--- src/rtl/sub_arbiter.sv ---
// Round-robin arbiter that shares one signed subtractor (A - B) among R requesters
// and returns each difference tagged with the requester index.

module sub_arbiter_sub #(
    parameter int N = 8
) (
    input  logic signed [N-1:0] a_i,
    input  logic signed [N-1:0] b_i,
    output logic signed [N+1:0] diff_o
);
    // Two guard bits make the difference of any two N-bit signed values exact.
    assign diff_o = {{2{a_i[N-1]}}, a_i} - {{2{b_i[N-1]}}, b_i};
endmodule

module sub_arbiter #(
    parameter int N   = 8,
    parameter int R   = 4,
    parameter int IDW = 2,
    parameter int CW  = 16
) (
    input  logic                  clk,
    input  logic                  rst_n,
    input  logic [R-1:0]          req_valid,
    input  logic [R*N-1:0]        req_a,
    input  logic [R*N-1:0]        req_b,
    output logic [R-1:0]          req_ready,
    output logic                  res_valid,
    input  logic                  res_ready,
    output logic signed [N+1:0]   res_diff,
    output logic [IDW-1:0]        res_id,
    output logic                  busy,
    output logic [CW-1:0]         op_count
);

    if (R > (1 << IDW)) begin : g_bad_cfg
        $error("sub_arbiter: R=%0d does not fit in IDW=%0d bits", R, IDW);
    end

    typedef enum logic [1:0] {IDLE, CALC, RESP} state_e;

    state_e                state_q, state_d;
    logic [IDW-1:0]        ptr_q, ptr_d;
    logic [IDW-1:0]        gnt_q;
    logic [IDW-1:0]        id_q;
    logic [CW-1:0]         count_q, count_d;
    logic signed [N-1:0]   a_q, b_q;
    logic signed [N+1:0]   diff_q;
    logic signed [N+1:0]   sub_diff;
    logic [IDW-1:0]        grant_idx;
    logic                  grant_found;

    sub_arbiter_sub #(.N(N)) u_sub (
        .a_i    (a_q),
        .b_i    (b_q),
        .diff_o (sub_diff)
    );

    // First valid requester at or after ptr_q, wrapping modulo R.
    always_comb begin
        // NOTE: every variable gets a default before any branch, so no latch is inferred.
        grant_found = 1'b0;
        grant_idx   = '0;
        for (int k = 0; k < R; k++) begin
            if (!grant_found && req_valid[(int'(ptr_q) + k) % R]) begin
                grant_found = 1'b1;
                grant_idx   = IDW'((int'(ptr_q) + k) % R);
            end
        end
    end

    always_comb begin
        state_d   = state_q;
        ptr_d     = ptr_q;
        count_d   = count_q;
        req_ready = '0;
        unique case (state_q)
            IDLE: begin
                if (grant_found) begin
                    // Gated by rst_n so the strobe is silent while reset is held.
                    req_ready = rst_n ? (R'(1) << grant_idx) : '0;
                    state_d   = CALC;
                end
            end
            CALC: state_d = RESP;
            RESP: begin
                if (res_ready) begin
                    state_d = IDLE;
                    ptr_d   = (gnt_q == IDW'(R - 1)) ? '0 : gnt_q + IDW'(1);
                    if (count_q != '1) begin
                        count_d = count_q + CW'(1);
                    end
                end
            end
            default: state_d = IDLE;
        endcase
    end

    // NOTE: state registers use non-blocking assignments so every flop samples pre-edge values.
    always_ff @(posedge clk or negedge rst_n) begin
        // NOTE: operand and result registers are reset too, so outputs read zero after reset.
        if (!rst_n) begin
            state_q <= IDLE;
            ptr_q   <= '0;
            gnt_q   <= '0;
            id_q    <= '0;
            a_q     <= '0;
            b_q     <= '0;
            diff_q  <= '0;
            count_q <= '0;
        end else begin
            state_q <= state_d;
            ptr_q   <= ptr_d;
            count_q <= count_d;
            if (state_q == IDLE && grant_found) begin
                a_q   <= req_a[int'(grant_idx)*N +: N];
                b_q   <= req_b[int'(grant_idx)*N +: N];
                gnt_q <= grant_idx;
            end
            if (state_q == CALC) begin
                diff_q <= sub_diff;
                id_q   <= gnt_q;
            end
        end
    end

    assign res_valid = (state_q == RESP);
    assign busy      = (state_q != IDLE);
    assign res_diff  = diff_q;
    assign res_id    = id_q;
    assign op_count  = count_q;

endmodule

--- config.mk ---
export PLATFORM = sky130hd
export DESIGN_NAME = sub_arbiter
export DESIGN_NICKNAME = d
export VERILOG_FILES = /design/src/rtl/sub_arbiter.sv
export SDC_FILE = /design/constraint.sdc
export NUM_CORES = 1
export LEC_CHECK = 0
export ABC_CLOCK_PERIOD_IN_PS = 4000
export CAP_MARGIN = 20
export CELL_PAD_IN_SITES_DETAIL_PLACEMENT = 1
export CELL_PAD_IN_SITES_GLOBAL_PLACEMENT = 1
export CORE_ASPECT_RATIO = 1.4
export CORE_MARGIN = 1
export CORE_UTILIZATION = 29
export DETAILED_ROUTE_END_ITERATION = 12
export GPL_TIMING_DRIVEN = 1
export PLACE_DENSITY = 0.68
export SKIP_LAST_GASP = 1
export SLEW_MARGIN = 5
export SYNTH_ARGS = -nofsm -noshare
export SYNTH_HDL_FRONTEND = slang
export SYNTH_SLANG_ARGS = --single-unit
--- constraint.sdc ---
create_clock -name clk -period 4 [get_ports clk]
set_input_delay 0.8 -clock clk [delete_from_list [all_inputs] [get_ports clk]]
set_output_delay 0.8 -clock clk [all_outputs]
set_load 0.05 [all_outputs]
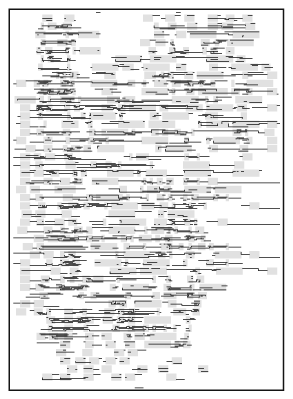
Figure 1: the metal 1 layer.
Drawn at 3 px/µm. Cells faint in the background.
main direction = horizontal
wire length on this layer = 3850 µm
DR vias: 2934
total routed wirelength: 9080 µm
GR Layer Usage met1: 19.5%

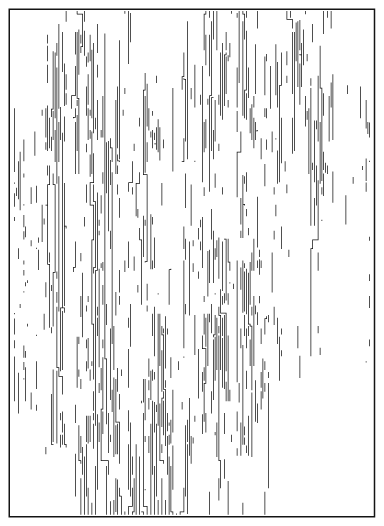
Figure 2: met2 routing.
Drawn at 4 px/µm.
longest straight run = 81.3 µm
nets with wire on the layer = 445
share of all routed wire = 52%
GR Util met2: 29.6%

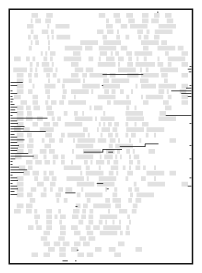
Figure 3: the metal 3 layer.
Drawn at 2 px/µm. Cells faint in the background.
longest straight run = 20.0 µm
main direction = horizontal
met3 usage: 2.34%

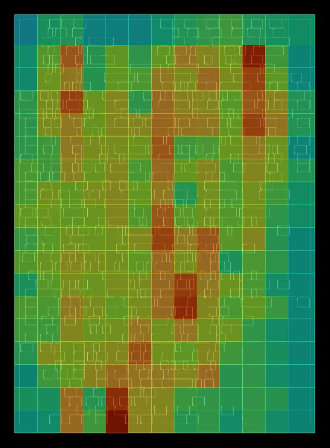
Figure 4: track usage over the die.
drt wl/cell: 15.7 µm
Global Route Usage Sum: 16.4%
Core Util, Final: 41.7%

==> CHANGELOG.md <==
## Flow update

* Outcome: finished, final reports clean
* Chip area at 11500 µm²
* Hold slack at between 0.4 and 0.5 ns
* GR Overflow Total at 0
* Clk_lat worst skew at 0.29 ns
* RD Place Congestion at roughly 0.83
* Vias per cell at 5.08
* Initial antenna violation count at 0
* Clock-pin slew on the worst setup and hold paths at approximately 0.070 ns
* Post-DRT Antenna Nets at 0
* Area grow syn2layout at 40.4%
* Critical path's slowest cell: clkdlybuf4s50_1
* Switch share at between 40% and 50%
* Fraction of layout cells with a size suffix above 1 at 8.24%
* Place WS at around 0.65 ns
* Slew headroom at between 40% and 50%
* RSZ-0062 raised after global routing: false
* Pin count of the biggest net entering global routing at 35
* Mux share at around 2.1%
* Tool warnings at 26
* Inserted Clock Buffers at 5
* Floorplan net count at about 430
* Vias in the first global route at about 3100
* Final Max Slew Viols at 0
* Critical-path maximum fanout at 16
* Final min period at ~3.3 ns
* First-pass GRT wire length at 15300 µm
* Cell Pwr Density at a little over 700 nW/µm²
* Gate power share at 60.1%
* Cell row count at approximately 45
* Syn Area/Cell at just over 9 µm²
* CTS root buffer: clkbuf_16
* Setup_tns at 0 ns
* Crit path DAT at 2.53 ns
* Cells after Synth at roughly 350
* Crit path kind: input port to output port
* Int Pwr at roughly 1.7 mW
* Post-Synth XOR/XNOR Area at roughly 4.6%
* Max-cap violations at 0
* Slowest Stage Delay on Critical Path at about 0.64 ns
* Seq cells post-synth at around 49
* Num ports at roughly 110
* Hold violation count in the final report at 0
* Maximum VDD drop at 0.266 mV
* Ys flop type: dfrtp_1
metrics by stage:
step                power (mW)  area [µm²]  std cells
CTS                       3.24        4510        578
detailed placement        2.81        4360        570
floorplan                 2.24        3210        345
global placement          2.75        4360        570
global route              3.45        4510        578
finish                    3.19        4510        578
logic make-up after synthesis:
group	Yosys count
DFF	49
muxes	6
xor gates and xnor gates	17
adders and majority gates	11
and+or+nand+nor	114
buffers and inverters	41
AOI/OAI and AO/OA	107
final timing paths:
check | startpoint | end | cells after the start
hold / removal | res_diff[1]$_DFFE_PN0N_ | res_diff[1]$_DFFE_PN0N_ | 2
setup reg to reg | a_q[0]$_DFFE_PN0P_ | res_diff[6]$_DFFE_PN0N_ | 8
hold reg to reg | res_diff[1]$_DFFE_PN0N_ | res_diff[1]$_DFFE_PN0N_ | 2
max in group asynchronous | rst_n | res_diff[7]$_DFFE_PN0N_ | 2
setup / recovery | req_valid[0] | req_ready[1] | 5
min in group asynchronous | rst_n | ptr_q[1]$_DFFE_PN0P_ | 2
power groups by stage:
stage	Clock (mW)	Sequential, mW	Combinational (mW)
floorplan	0	1.07	1.17
global route	0.442	0.890	2.12
CTS	0.427	0.865	1.95
detailed placement	0	0.873	1.94
global placement	0	0.865	1.89
finish	0.414	0.858	1.92
synthesized netlist by cell type (all sizes together) (5+ instances only):
library cell   n  share of area (%)
nor3           8                1.2
ha            10                3.9
nor3b          5                1.2
a21oi         10                2.0
xnor2         13                3.5
nand3          8                1.4
mux2           6                2.1
dfrtp         49                 38
a22oi         15                3.5
nor2          27                3.3
nand4          7                1.8
nand2b         6                1.4
clkbuf         7               0.86
o21ai         26                4.1
and4          17                4.7
a31oi         18                3.5
nand2         23                2.7
o31a          15                4.1
buf           17                3.2
inv           17                2.0
area by class of cell:
| class | instances | area share (%) |
|---|---|---|
| inverters | 17 | 1.42 |
| well taps | 141 | 3.91 |
| clock buffers | 6 | 2.86 |
| repair buffers | 108 | 24.5 |
| flip-flops and latches | 49 | 27.2 |
| multi-input cells | 255 | 39.7 |
| clock inverters | 2 | 0.333 |
placed cells by master, fill, tap and decap left out, types with 4 or more instances in the layout:
master,instances
a21oi_1,8
a22oi_1,15
a31oi_1,18
and4_1,16
buf_12,4
buf_4,4
clkbuf_16,5
clkdlybuf4s50_1,99
dfrtp_1,49
ha_1,10
inv_1,17
mux2_2,6
nand2_1,23
nand2b_1,5
nand3_1,7
nand4_1,6
nor2_1,25
nor3_1,8
nor3b_1,5
o21ai_0,20
o21ai_1,6
o31a_1,15
o31ai_1,4
xnor2_1,13
xor2_1,4
flip-flops by register name, indices dropped and copies added, names as in the netlist:
signal,count
res_id,2
gnt_q,2
res_diff,9
b_q,8
op_count,16
state_q,2
ptr_q,2
a_q,8
worst register-to-register path: stages, from the launching register on:
cell and delay, ns:
dfrtp_1 0.35, inv_1 0.05, ha_1 0.21, fa_1 0.41, nor2b_1 0.14, o21a_1 0.15, o21ai_0 0.16, a2111o_1 0.44
nand3_1 0.07
metal layers:
layer	GRT usage, %	vias up	part of all wire, %
met5	0	-	0
met4	6.16	0	2.1
met3	2.34	12	3.1
met2	29.6	70	52
met1	19.5	1392	42
li1	-	1460	-
Power and IR drop assume default switching activity.
